==> config.mk <==
export PLATFORM = sky130hd
export DESIGN_NAME = blk_2bdc2b
export DESIGN_NICKNAME = d
export VERILOG_FILES = /design/src/rtl/blk_2bdc2b.sv
export SDC_FILE = /design/constraint.sdc
export NUM_CORES = 1
export LEC_CHECK = 0
export ABC_CLOCK_PERIOD_IN_PS = 11500
export CAP_MARGIN = 20
export CORE_AREA = 5 5 43 45
export CTS_CLUSTER_DIAMETER = 80
export DETAILED_ROUTE_END_ITERATION = 12
export DIE_AREA = 0 0 48 50
export PLACE_DENSITY_LB_ADDON = 0.1
export SKIP_CTS_REPAIR_TIMING = 1
export SYNTH_ARGS = -nofsm -noshare
export SYNTH_HDL_FRONTEND = slang
export SYNTH_SLANG_ARGS = --single-unit
==> constraint.sdc <==
create_clock -name i_clk -period 11.5 [get_ports i_clk]
set_clock_uncertainty 0.05 [all_clocks]
set_input_delay 2.3 -clock i_clk [delete_from_list [all_inputs] [get_ports i_clk]]
set_output_delay 2.3 -clock i_clk [all_outputs]
set_load 0.005 [all_outputs]
==> src/rtl/blk_2bdc2b.sv <==
// Serial sync-word detector: sliding WIDTH-bit window compared against PATTERN,
// flagging a hit while the window is full and within MAX_ERR bit errors.
module blk_2bdc2b #(
    parameter int unsigned           WIDTH   = 12,
    parameter logic [WIDTH-1:0]      PATTERN = 12'b111000101011,
    parameter int unsigned           MAX_ERR = 2
) (
    input  logic i_clk,
    input  logic i_resetn,
    input  logic i_data,
    output logic o_pattern_found
);

    localparam int unsigned CW = $clog2(WIDTH + 1);

    logic [WIDTH-1:0] shift_reg_q, shift_reg_d;
    logic [CW-1:0]    fill_cnt_q, fill_cnt_d;
    logic [WIDTH-1:0] mismatch;
    logic [CW-1:0]    err_cnt;

    always_comb begin
        shift_reg_d = {shift_reg_q[WIDTH-2:0], i_data};
        fill_cnt_d  = fill_cnt_q;
        if (fill_cnt_q != CW'(WIDTH)) begin
            fill_cnt_d = fill_cnt_q + CW'(1);
        end
    end

    always_ff @(posedge i_clk or negedge i_resetn) begin
        if (!i_resetn) begin
            shift_reg_q <= '0;
            fill_cnt_q  <= '0;
        end else begin
            shift_reg_q <= shift_reg_d;
            fill_cnt_q  <= fill_cnt_d;
        end
    end

    // Output decodes registered state only, so reset clears it asynchronously.
    always_comb begin
        mismatch = shift_reg_q ^ PATTERN;
        err_cnt  = '0;
        for (int unsigned i = 0; i < WIDTH; i++) begin
            err_cnt = err_cnt + CW'(mismatch[i]);
        end
        o_pattern_found = (fill_cnt_q == CW'(WIDTH)) && (err_cnt <= CW'(MAX_ERR));
    end

endmodule

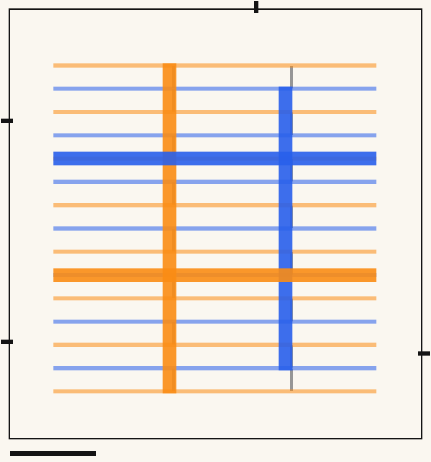
power_grid.png
The bar under the picture is 10 microns long. Pins as bars on the die edge. Tap cells in grey.
VSS: shown in orange. VDD: shown in blue.
16 tap cells. 2 straps on met5. The core has 14 rows.
die outline height: 50 microns
Peak supply drop: 98.76 uV
width of the die: 48 microns
total core area: 0.001436 sq mm

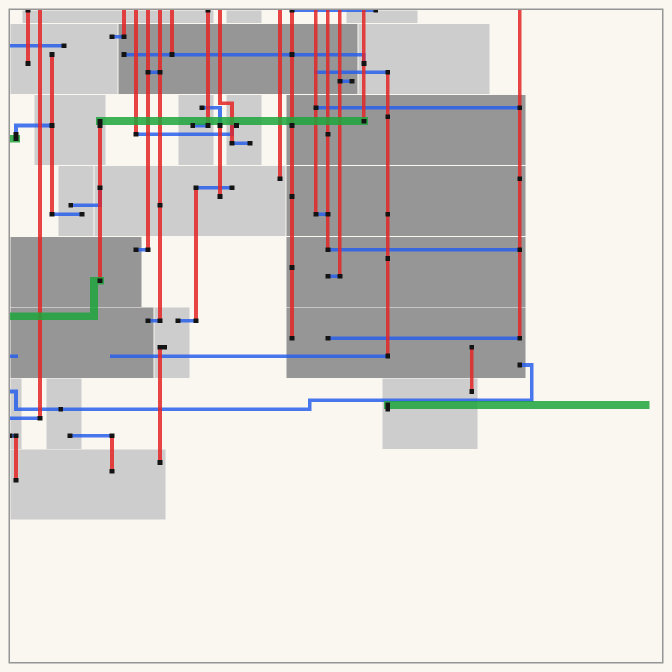
detail.png
Region (23, 0) to (48, 25) microns. Cells in grey, sequential cells in the stronger grey; small squares are vias.
metal 2: shown in red. metal 1: shown in blue. metal 3: shown in green.
Sequential cells in the window: 7. Netlist names of flops here include `shift_reg_q` (7). Most frequent: dfrtp_1 (7), inv_1 (5), fa_1 (3). 18 logic cells have their middle in the window.

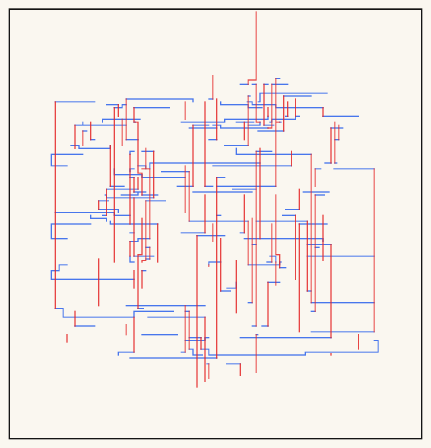
wires.png
Two of the layers only.
metal 2: shown in red, wire length 517 microns. metal 1: shown in blue, wire length 446 microns.
vias after detailed routing: 409
total global-route track usage: 0.1210
sum of routed wire length over all layers: 1.043 mm

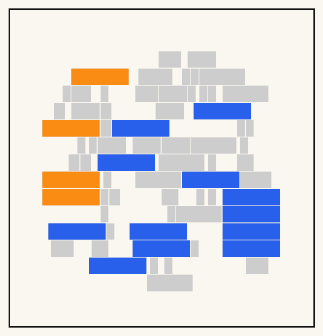
flops_by_reg.png
Other cells in grey.
`shift_reg_q`: shown in blue, placed flops 12. `fill_cnt_q`: shown in orange, placed flops 4, where west.
Sequential Area: 400.4 sq um
final core utilization: 0.6019
power in sequential cells: 0.0598 mW
flip-flop and latch share of the layout cell area: 0.4631

==> run_summary.xml <==
<?xml version="1.0" encoding="UTF-8"?>
<metrics>
  <group name="run_status">
    <metric name="outcome" unit="">finished, final reports clean</metric>
  </group>
  <group name="synth">
    <metric name="ys_cells" unit="">62</metric>
    <metric name="yosysChipArea" unit="sq um">778.2</metric>
    <metric name="post_synth_main_logic_family" unit="">adder cells</metric>
  </group>
  <group name="clock_network">
    <metric name="cts-root-to-sink-buffers" unit="">2</metric>
  </group>
  <group name="cells_and_area">
    <metric name="area_growth_syn_to_layout" unit="%">11.09</metric>
    <metric name="most_common_logic_cell_in_the_routed_design" unit="">sky130_fd_sc_hd__inv_1</metric>
    <metric name="n_antenna_cell" unit="">0</metric>
  </group>
  <group name="placed_design">
    <metric name="io_buffers" unit="">3</metric>
  </group>
  <group name="floorplanning">
    <metric name="num_io_pins" unit="">4</metric>
    <metric name="placementRows" unit="">14</metric>
  </group>
  <group name="power_and_ir_drop">
    <metric name="sequentialPowerShare" unit="">0.405</metric>
    <metric name="top_power_group" unit="">registers</metric>
    <metric name="switching_share" unit="">0.2933</metric>
  </group>
  <group name="final_timing">
    <metric name="worst-slew-pin-transition" unit="ns">0.6808</metric>
    <metric name="rsz0062_at_grt" unit="">false</metric>
    <metric name="timing.fmax" unit="MHz">143.3</metric>
    <metric name="min_period_over_period" unit="">0.6067</metric>
    <metric name="hold_viol_final" unit="">0</metric>
  </group>
  <group name="worst_setup_path">
    <metric name="r2r_setup_slack" unit="ns">10.28</metric>
    <metric name="critical_path_destination" unit="">o_pattern_found</metric>
    <metric name="critical_path_buf_inv_count" unit="">6</metric>
  </group>
  <group name="job">
    <metric name="maxCapViolCount" unit="">0</metric>
  </group>
  <group name="drt">
    <metric name="ant_nets" unit="">0</metric>
  </group>
</metrics>
[flip-flops by register name, indices dropped and copies added (netlist names)]
name         cells
shift_reg_q     12
fill_cnt_q       4
[area by class of cell]
cell class | count | area, sq um | share of cell area
well taps | 16 | 20.02 | 0.02315
flip-flops and latches | 16 | 400.4 | 0.4631
multi-input cells | 27 | 306.5 | 0.3546
clock buffers | 4 | 36.28 | 0.04197
repair buffers | 3 | 30.03 | 0.03473
inverters | 19 | 71.32 | 0.08249
[synth_stat cells]
master / count
sky130_fd_sc_hd__a211oi_2: 1
sky130_fd_sc_hd__mux2i_1: 1
sky130_fd_sc_hd__inv_1: 19
sky130_fd_sc_hd__dfrtp_1: 16
sky130_fd_sc_hd__nand2_1: 2
sky130_fd_sc_hd__nand3_1: 2
sky130_fd_sc_hd__fa_1: 7
sky130_fd_sc_hd__a2111oi_2: 1
sky130_fd_sc_hd__nor3_1: 1
sky130_fd_sc_hd__ha_1: 6
sky130_fd_sc_hd__o21ai_0: 1
sky130_fd_sc_hd__a21oi_1: 2
sky130_fd_sc_hd__nor2_1: 2
sky130_fd_sc_hd__xnor2_1: 1
[per-stage QoR]
| step | util | worst slack, ns | cell area (sq um) |
|---|---|---|---|
| final | 0.6019 | 4.523 | 864.6 |
| after global routing | 0.6019 | 4.230 | 864.6 |
| after CTS | 0.6019 | 4.466 | 864.6 |
| after detailed placement | 0.5767 | 4.805 | 828.3 |
| after global placement | 0.5767 | 4.836 | 828.3 |
| after floorplan | - | 5.493 | 778.2 |
[routing by layer]
layer / vias to the layer above / share of wire / global-route usage / wire, microns
met3: 2 / 0.060 / 0.07636 / 63
met1: 201 / 0.43 / 0.1336 / 446
met2: 7 / 0.50 / 0.1718 / 517
met4: 0 / 0.015 / 0.06726 / 16
met5: - / 0 / 0 / 0
li1: 199 / - / - / -
Power is estimated from default activity; no workload was simulated.
